### config.mk
export PLATFORM = sky130hd
export DESIGN_NAME = fu_dispatch_scheduler
export DESIGN_NICKNAME = d
export VERILOG_FILES = /design/src/rtl/fu_dispatch_scheduler.sv
export SDC_FILE = /design/constraint.sdc
export NUM_CORES = 1
export LEC_CHECK = 0
export CELL_PAD_IN_SITES_DETAIL_PLACEMENT = 1
export CELL_PAD_IN_SITES_GLOBAL_PLACEMENT = 2
export CORE_AREA = 2 2 87 89
export CTS_BUF_LIST = sky130_fd_sc_hd__clkbuf_16
export CTS_CLUSTER_DIAMETER = 30
export DETAILED_ROUTE_END_ITERATION = 7
export DIE_AREA = 0 0 89 91
export PLACE_DENSITY_LB_ADDON = 0.1
export SETUP_SLACK_MARGIN = 0.5
export SKIP_CTS_REPAIR_TIMING = 1
export SYNTH_ARGS = -nofsm -noshare
export SYNTH_HDL_FRONTEND = slang
export SYNTH_SLANG_ARGS = --single-unit
### constraint.sdc
create_clock -name clk1 -period 3.65 [get_ports clk1]
set_input_delay 0.5475 -clock clk1 [delete_from_list [all_inputs] [get_ports clk1]]
set_output_delay 0.5475 -clock clk1 [all_outputs]
set_load 0.03 [all_outputs]
### src/rtl/fu_dispatch_scheduler.sv
// Dispatch scheduler for the add and mul functional units of the Tomasulo core.
// Picks the oldest ready RS entry per class, times FU latency and arbitrates the single CDB.
module fu_dispatch_scheduler #(
    parameter int ROB_BITS = 3,
    parameter int ADD_LAT  = 2,
    parameter int MUL_LAT  = 4,
    parameter int CNT_W    = 8
) (
    input  logic                clk1,
    input  logic                rst,
    input  logic                flush,
    input  logic [ROB_BITS-1:0] rob_head,
    input  logic [1:0]          add_rdy,
    input  logic [ROB_BITS-1:0] add_rob0,
    input  logic [ROB_BITS-1:0] add_rob1,
    input  logic [1:0]          mul_rdy,
    input  logic [ROB_BITS-1:0] mul_rob0,
    input  logic [ROB_BITS-1:0] mul_rob1,
    output logic [1:0]          add_grant,
    output logic [1:0]          mul_grant,
    output logic [ROB_BITS-1:0] add_fu_tag,
    output logic [ROB_BITS-1:0] mul_fu_tag,
    output logic                add_fu_busy,
    output logic                mul_fu_busy,
    output logic                cdb_valid,
    output logic [ROB_BITS-1:0] cdb_tag,
    output logic                cdb_src,
    output logic                add_free,
    output logic                mul_free,
    output logic [CNT_W-1:0]    cdb_conflicts
);

    localparam int LAT_MAX = (ADD_LAT > MUL_LAT) ? ADD_LAT : MUL_LAT;
    localparam int CW      = (LAT_MAX > 1) ? $clog2(LAT_MAX) : 1;
    localparam logic [CW-1:0] ADD_M1 = CW'(ADD_LAT - 1);
    localparam logic [CW-1:0] MUL_M1 = CW'(MUL_LAT - 1);

    typedef enum logic [1:0] {
        S_IDLE = 2'd0,
        S_EXEC = 2'd1,
        S_DONE = 2'd2
    } fu_state_e;

    // Index 0 is the add unit, index 1 the mul unit throughout.
    fu_state_e           state_q [2];
    fu_state_e           state_d [2];
    logic [CW-1:0]       cnt_q   [2];
    logic [CW-1:0]       cnt_d   [2];
    logic [ROB_BITS-1:0] tag_q   [2];
    logic [ROB_BITS-1:0] tag_d   [2];
    logic [1:0]          grant_q [2];
    logic [1:0]          grant_d [2];
    logic [1:0]          busy_q;
    logic [1:0]          busy_d;
    logic [1:0]          free_q;
    logic [1:0]          free_d;
    logic                cdb_valid_q, cdb_valid_d;
    logic [ROB_BITS-1:0] cdb_tag_q, cdb_tag_d;
    logic                cdb_src_q, cdb_src_d;
    logic [CNT_W-1:0]    conf_q, conf_d;

    logic [1:0]          rdy      [2];
    logic [ROB_BITS-1:0] rob0     [2];
    logic [ROB_BITS-1:0] rob1     [2];
    logic [1:0]          sel      [2];
    logic [CW-1:0]       lat_m1   [2];
    logic [ROB_BITS-1:0] done_age [2];
    logic [1:0]          req;
    logic [1:0]          win;

    function automatic logic [1:0] pick_older(
        input logic [1:0]          r,
        input logic [ROB_BITS-1:0] t0,
        input logic [ROB_BITS-1:0] t1,
        input logic [ROB_BITS-1:0] head
    );
        logic [ROB_BITS-1:0] a0;
        logic [ROB_BITS-1:0] a1;
        a0 = t0 - head;
        a1 = t1 - head;
        // Equal ages cannot happen legally; entry 0 takes the tie.
        if (r == 2'b11) begin
            return (a1 < a0) ? 2'b10 : 2'b01;
        end
        return r;
    endfunction

    assign rdy[0]    = add_rdy;
    assign rdy[1]    = mul_rdy;
    assign rob0[0]   = add_rob0;
    assign rob0[1]   = mul_rob0;
    assign rob1[0]   = add_rob1;
    assign rob1[1]   = mul_rob1;
    assign lat_m1[0] = ADD_M1;
    assign lat_m1[1] = MUL_M1;

    assign sel[0] = pick_older(add_rdy, add_rob0, add_rob1, rob_head);
    assign sel[1] = pick_older(mul_rdy, mul_rob0, mul_rob1, rob_head);

    assign done_age[0] = tag_q[0] - rob_head;
    assign done_age[1] = tag_q[1] - rob_head;

    assign req[0] = (state_q[0] == S_DONE);
    assign req[1] = (state_q[1] == S_DONE);

    always_comb begin
        win    = req;
        conf_d = conf_q;
        if (req == 2'b11) begin
            win = (done_age[1] < done_age[0]) ? 2'b10 : 2'b01;
            if (conf_q != {CNT_W{1'b1}}) begin
                conf_d = conf_q + 1'b1;
            end
        end
    end

    always_comb begin
        cdb_valid_d = 1'b0;
        cdb_tag_d   = cdb_tag_q;
        cdb_src_d   = cdb_src_q;
        free_d      = 2'b00;
        busy_d      = 2'b00;
        for (int u = 0; u < 2; u++) begin
            state_d[u] = state_q[u];
            cnt_d[u]   = cnt_q[u];
            tag_d[u]   = tag_q[u];
            grant_d[u] = 2'b00;
        end

        for (int u = 0; u < 2; u++) begin
            case (state_q[u])
                S_IDLE: begin
                    if (rdy[u] != 2'b00) begin
                        grant_d[u] = sel[u];
                        tag_d[u]   = sel[u][1] ? rob1[u] : rob0[u];
                        state_d[u] = S_EXEC;
                        cnt_d[u]   = lat_m1[u];
                    end
                end
                S_EXEC: begin
                    if (cnt_q[u] == '0) begin
                        state_d[u] = S_DONE;
                    end else begin
                        cnt_d[u] = cnt_q[u] - 1'b1;
                    end
                end
                S_DONE: begin
                    if (win[u]) begin
                        state_d[u]  = S_IDLE;
                        cdb_valid_d = 1'b1;
                        cdb_tag_d   = tag_q[u];
                        cdb_src_d   = (u == 1);
                        free_d[u]   = 1'b1;
                    end
                end
                default: state_d[u] = S_IDLE;
            endcase
        end

        // A squash discards everything in flight, including this edge's dispatch and writeback.
        if (flush) begin
            cdb_valid_d = 1'b0;
            free_d      = 2'b00;
            for (int u = 0; u < 2; u++) begin
                state_d[u] = S_IDLE;
                cnt_d[u]   = '0;
                tag_d[u]   = '0;
                grant_d[u] = 2'b00;
            end
        end

        for (int u = 0; u < 2; u++) begin
            busy_d[u] = (state_d[u] != S_IDLE);
        end
    end

    always_ff @(posedge clk1) begin
        if (rst) begin
            for (int u = 0; u < 2; u++) begin
                state_q[u] <= S_IDLE;
                cnt_q[u]   <= '0;
                tag_q[u]   <= '0;
                grant_q[u] <= 2'b00;
            end
            busy_q      <= 2'b00;
            free_q      <= 2'b00;
            cdb_valid_q <= 1'b0;
            cdb_tag_q   <= '0;
            cdb_src_q   <= 1'b0;
            conf_q      <= '0;
        end else begin
            for (int u = 0; u < 2; u++) begin
                state_q[u] <= state_d[u];
                cnt_q[u]   <= cnt_d[u];
                tag_q[u]   <= tag_d[u];
                grant_q[u] <= grant_d[u];
            end
            busy_q      <= busy_d;
            free_q      <= free_d;
            cdb_valid_q <= cdb_valid_d;
            cdb_tag_q   <= cdb_tag_d;
            cdb_src_q   <= cdb_src_d;
            conf_q      <= flush ? conf_q : conf_d;
        end
    end

    assign add_grant     = grant_q[0];
    assign mul_grant     = grant_q[1];
    assign add_fu_tag    = tag_q[0];
    assign mul_fu_tag    = tag_q[1];
    assign add_fu_busy   = busy_q[0];
    assign mul_fu_busy   = busy_q[1];
    assign add_free      = free_q[0];
    assign mul_free      = free_q[1];
    assign cdb_valid     = cdb_valid_q;
    assign cdb_tag       = cdb_tag_q;
    assign cdb_src       = cdb_src_q;
    assign cdb_conflicts = conf_q;

endmodule
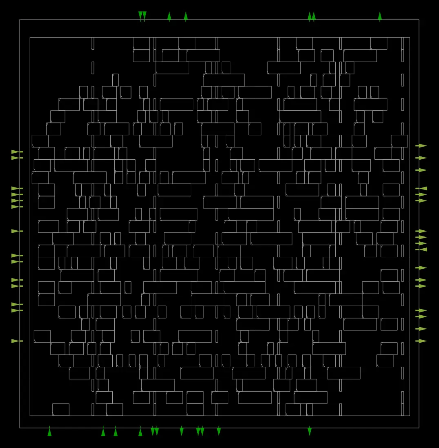
Run 1: placed standard cells
Final Instance Count excl. Fillers: 392
row count: 31
n_taps: 99
flop share of the area: 24.0%
sequential cell count: 35

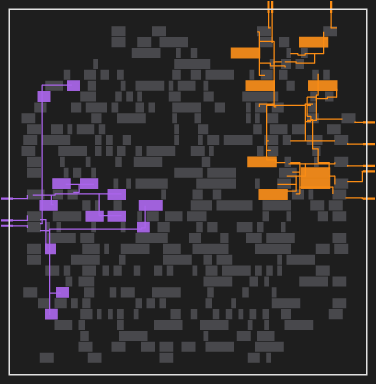
Run 1: nets reached from selected ports
(4 px per um)
cdb_conflicts -> orange  # bits 8, direction output, end cells 8, buffers 8, wire 280 um
rob_head -> purple  # bits 3, direction input, end cells 13, buffers 4, wire 168 um

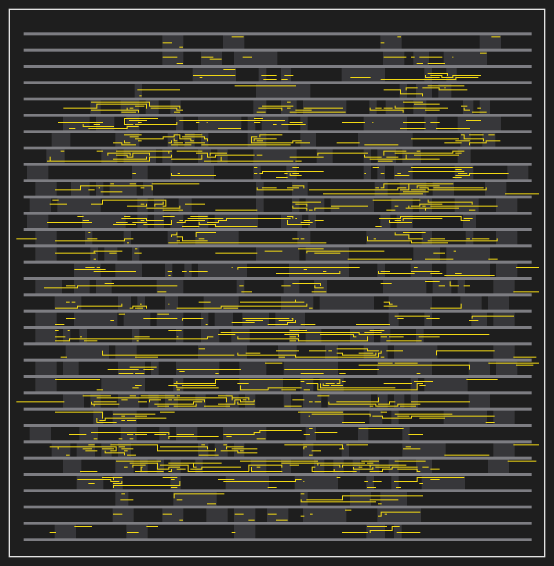
Run 1: signal wires on met1
(6 px per um) Supply wires on this layer in grey.
share of all routed wire = 48%
longest straight run = 26.2 um
nets with wire on the layer = 303
main direction = horizontal

[run 1: power groups by stage]
stage	logic [uW]	clock network (uW)	registers [uW]
floorplan	172	0	440
global placement	295	0	422
detailed placement	295	0	422
CTS	298	409	414
global route	346	427	416
finish	308	395	414
[run 1: layout make-up]
cell class | instances | area (um2) | share of cell area (%)
Multi-Input combinational cell | 168 | 1300 | 44.5
Sequential cell | 35 | 701 | 24.0
Timing Repair Buffer | 56 | 556 | 19.1
Clock buffer | 5 | 125 | 4.29
Tap cell | 99 | 124 | 4.25
Inverter | 26 | 101 | 3.48
Clock inverter | 3 | 11.3 | 0.386
[run 1: state kept, by name (all words and copies together), names as in the netlist]
register and count:
cdb_src 1, cdb_conflicts 8, state_q 4, tag_q 6, cdb_valid 1, grant_q 4, cnt_q 4, free_q 2
cdb_tag 3, busy_q 2
==> results.ini, run 1 <==
[status]
status = finished, final reports clean

[route]
highest_layer = met4
dr_wl_met3_um = 163
via_per_inst = 4.82
drtPass1Iterations = 6
wl_per_cell_um = 13.7
drt_iter0_markers = 30
wl_met1_mm = 2.60
antenna_left = 0
wl_met2_mm = 2.53
dr_total_vias = 1888

[layout]
layout_top_cells = 47 x clkdlybuf4s50_1, 35 x dfxtp_1, 26 x inv_1
syn2layout_area_growth_pct = 39.0
diodes = 0
layout.nets = 335
fin_util_pct = 40.8
layout_top_cell = clkdlybuf4s50_1
fill_cells = 841
stdcell_area_um2 = 2910
drive_above_1_share_pct = 10.9

[critical_path]
path_buffers = 3
r2r-end = cdb_tag[0]$_SDFF_PP0_
crit_cells = 11
critPathTopFamily = buffers and inverters
slowest_stage = or4b_4
cp-end-kind = flip-flop
path_class = input port to flip-flop
crit_chain = clkdlybuf4s50_1 > clkinvlp_4 > buf_12 > fa_2 > xor2_1 > xnor2_1 > ha_1 > or4b_4 > o21ai_2 > nor2_2 > o221a_2
slowest_delay_ns = 0.53
ff2ff_path_depth = 11
cp-start-kind = input port
critical_path_required_ns = 3.81
endpoint = cdb_tag[0]$_SDFF_PP0_
path_max_fanout = 5
ff2ff_setup_slack_ns = 0.96
worstPathArrival_ns = 3.25
crit_start = rob_head[1]

[run]
drv_cap = 0
warnings = 26

[die]
die_y_um = 91
dieWidth_um = 89

[power_and_ir_drop]
irDropWorstVdd_mv = 0.172
powerDensity_nw_per_um2 = 383
total_power_uw = 1120
seqPwrFrac_pct = 37.0
pwr-share-clk_pct = 35.4
switchingPower_uw = 330
intPower_uw = 787
swShare_pct = 29.6
p_comb_share_pct = 27.6

[yosys]
synthFlopType = dfxtp_1
synth-simple-area-share_pct = 18.2
yosys-top-cells-area = dfxtp_1 33%, ha_1 8.9%, fa_1 5.7%
ys_warn_count = 0
synth_flops = 35
edf_count = 0
netlist_instances = 235
syn-num-nets = 278
top_cell = dfxtp_1
top_cells_by_count = 35 x dfxtp_1, 26 x inv_1, 21 x nor2_1, 17 x o21ai_0, 15 x ha_1
muxShareOfSynthArea_pct = 1.01
async_flop_share_pct = 0
ys_seq_share_pct = 33.4
avgSynthCellArea_um2 = 8.92
yosys-stat-cells = 235
yosys.area.top_type_share_pct = 33.4
yosys_area_um2 = 2100
syn_area_um2 = 2100
largest_area_cell = dfxtp_1
ys_types = 46

[clock_tree]
clk_latency_ns = 0.27
cts_max_level = 2
cts_root_buf = clkbuf_16
cts_tree = built
clk_pin_slew_ns = 0.05
cts_buffer_depth = 2

[timing]
final.min_clock_period_ns = 3.09
finalMaxSlewViolations = 0
rsz0062_at_grt = false
relSlewSlack_pct = 61.9
layout_setup_ws_ns = 0.560
finalSetupViolCount = 0
tightest_slew_ns = 0.570
fmax_ghz = 0.324
hold_slack_ns = 0.485
finalCritPeriodShare_pct = 84.7
final.setup.tns_ns = 0
hold_viol_final = 0
skew_ns = 0.00144

[hold_path]
worstHoldPathCells = 1
min_path_type = flip-flop to flip-flop
hold_start = cnt_q[0][2]$_SDFFE_PP0P_
min_to = cnt_q[0][2]$_SDFFE_PP0P_

[placement]
pre_cts_ws_ns = 0.165
place_congestion = 0.748
port_buffers = 48
dpl_cell_area_um2 = 2710

[grt]
antenna_found_initial = 0
grt_util_met2_pct = 22.2
use_met3_pct = 2.64
grt_start_max_net_pins = 16
grt_first_pass_wirelength_mm = 8.92
grt_usage_pct = 14.0
grt_remaining_overflow = 0
grt_pass1_vias = 1878

Run 1, sizing map:
(4 px per um)
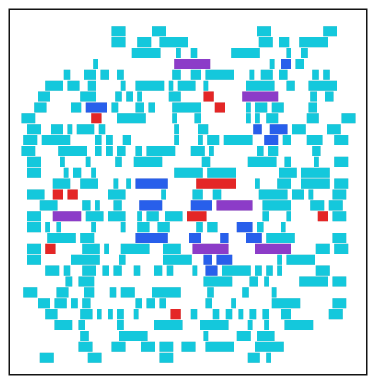

==> run 2: changes to the inputs <==
Clock period 3.65 ns to 2.9 ns, I/O delays scaled along.
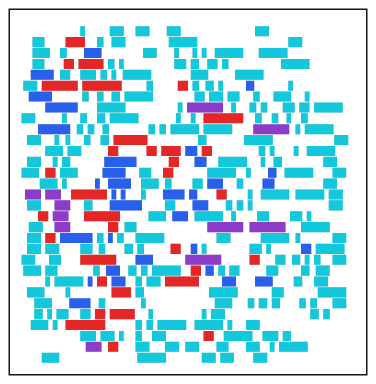
Run 2: sizing map
(4 px per um)
x3 and x4 -> red  # cells 33, most used buf_4
x2 -> blue  # cells 34
x6 and larger -> purple  # cells 11, most used buf_6
x1 and smaller -> cyan  # cells 228, most used clkdlybuf4s50_1

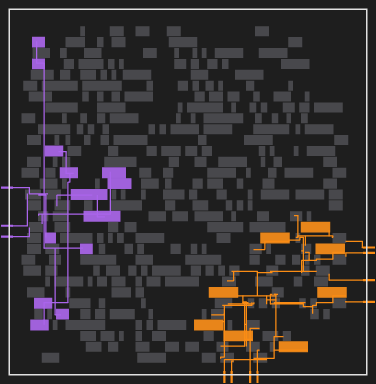
Run 2: nets reached from selected ports
(4 px per um)
rob_head -> purple  # bits 3, direction input, end cells 13, buffers 5, wire 226 um
cdb_conflicts -> orange  # bits 8, direction output, end cells 8, buffers 8, wire 307 um

==> run 2 against run 1 <==
Clock-buffer cell count unchanged. Clock power increased by about 30%. Non-clock buffer count increased by 13. Die area unchanged. Register-to-register slack got worse by 0.63 ns. Critical endpoint is now cdb_tag[1]$_SDFF_PP0_. Largest cell class unchanged.
==> results.ini, run 2 <==
[status]
status = finished, final reports clean

[grt]
grt_remaining_overflow = 0
grt_first_pass_wirelength_mm = 9.31
antenna_found_initial = 0
grt_start_max_net_pins = 15
grt_usage_pct = 14.5
grt_pass1_vias = 1913

[critical_path]
ff2ff_setup_slack_ns = 0.33
ff2ff_path_depth = 11
cp-end-kind = flip-flop
cp-start-kind = flip-flop
r2r_start = tag_q[0][3]$_SDFFE_PP0P_
crit_start = tag_q[0][3]$_SDFFE_PP0P_
slowest_stage = or4b_4
endpoint = cdb_tag[1]$_SDFF_PP0_
crit_cells = 11
path_buffers = 2
r2r-end = cdb_tag[1]$_SDFF_PP0_
worstPathArrival_ns = 2.74
crit_chain = inv_2 > ha_4 > inv_2 > fa_2 > xor2_2 > xnor2_1 > ha_1 > or4b_4 > o21ai_2 > nor2_2 > o221a_2
critPathTopFamily = adder cells
path_max_fanout = 4
path_class = flip-flop to flip-flop
slowest_delay_ns = 0.50
critical_path_required_ns = 3.07

[timing]
tightest_slew_ns = 0.535
final.setup.tns_ns = 0
final.min_clock_period_ns = 2.57
rsz0062_at_grt = true
finalMaxSlewViolations = 0
relSlewSlack_pct = 63.4
fmax_ghz = 0.389
finalCritPeriodShare_pct = 88.6
hold_viol_final = 0
finalSetupViolCount = 0
skew_ns = 0.00546
layout_setup_ws_ns = 0.330
hold_slack_ns = 0.481

[layout]
comb-cell-share_pct = 45.8
stdcell_area_um2 = 3210
layout_top_cell = clkdlybuf4s50_1
fill_cells = 834
diodes = 0
mi_logic_area_um2 = 1470
syn2layout_area_growth_pct = 53.2
instances_no_fill = 405
fin_util_pct = 45.0
drive_above_1_share_pct = 25.5
register_area_um2 = 708
buffers = 69
flops = 35
largest_reg_flops = 8
n_all_inverters = 26
layout.nets = 348
seq_share_pct = 22.0
clock_area_share_pct = 4.40
n_clock_buffer = 5
area_dominant_class = multi-input combinational cells
layout_top_cells = 41 x clkdlybuf4s50_1, 33 x dfxtp_1, 21 x inv_1
bufAreaShareNonClock_pct = 20.8
logic_gates = 168

[die]
rows = 31
die_y_um = 91
dieArea_um2 = 8100
dieWidth_um = 89
core_util_floorplan_pct = 29.4
tapCellCount = 99

[power_and_ir_drop]
pwr-share-clk_pct = 33.2
intPower_uw = 1080
power.group.top = registers
p_comb_share_pct = 33.3
seqPwrFrac_pct = 33.5
swShare_pct = 30.3
total_power_uw = 1550
pg_seq_uw = 519
powerDensity_nw_per_um2 = 482
p_leak_uw = 0.00123
switchingPower_uw = 469
powerClk_uw = 514
pg_comb_uw = 516
irDropWorstVdd_mv = 0.217

[clock_tree]
cts_buffers = 5
clk_pin_slew_ns = 0.06
cts_max_level = 2
cts_buffer_depth = 2
cts_tree = built
cts_root_buf = clkbuf_16
clk_latency_ns = 0.28
clock_sinks = 35

[placement]
dpl_cell_area_um2 = 2810
pre_cts_ws_ns = -0.353
port_buffers = 48
place_congestion = 0.728

[yosys]
syn-num-nets = 278
edf_count = 0
ys_types = 46
ys_seq_share_pct = 33.4
largest_area_cell = dfxtp_1
yosys-stat-cells = 235
async_flop_share_pct = 0
syn_area_um2 = 2100
yosys.area.top_type_share_pct = 33.4
ys_warn_count = 0
top_cells_by_count = 35 x dfxtp_1, 26 x inv_1, 21 x nor2_1, 17 x o21ai_0, 15 x ha_1
top_cell = dfxtp_1
yosys_area_um2 = 2100
avgSynthCellArea_um2 = 8.92
netlist_instances = 235
synth_flops = 35
synthFlopType = dfxtp_1
yosys-top-cells-area = dfxtp_1 33%, ha_1 8.9%, fa_1 5.7%

[run]
drv_cap = 0
warnings = 28

[route]
wl_per_cell_um = 14.2
via_per_inst = 4.78
wl_mm = 5.76
drt_iter0_markers = 36
drtPass1Iterations = 4
dr_total_vias = 1936
antenna_left = 0
drc = 0

[hold_path]
worstHoldPathCells = 3
min_to = tag_q[0][0]$_SDFFE_PP0P_
hold_start = add_rob1[0]
min_path_type = input port to flip-flop

[run 2: logic make-up (layout without fill, tap and decap cells)]
| group | count (synthesis) | after routing | synth area share (%) |
|---|---|---|---|
| DFF | 35 | 35 | 33.4 |
| buffers and inverters | 32 | 103 | 6.21 |
| adders and majority gates | 21 | 21 | 14.7 |
| muxes | 2 | 2 | 1.01 |
| xor gates and xnor gates | 15 | 15 | 6.27 |
| AOI/OAI and AO/OA | 62 | 62 | 20.2 |
| and+or+nand+nor | 68 | 68 | 18.2 |
[run 2: routing by layer]
metal,vias up,share of wire (%),GRT usage [%]
li1,977,-,-
met1,921,47,20.4
met2,34,49,22.9
met3,4,3.0,2.55
met4,0,1.1,3.73
met5,-,0,0
No activity file was given, so power comes from the tool's default toggle rates.
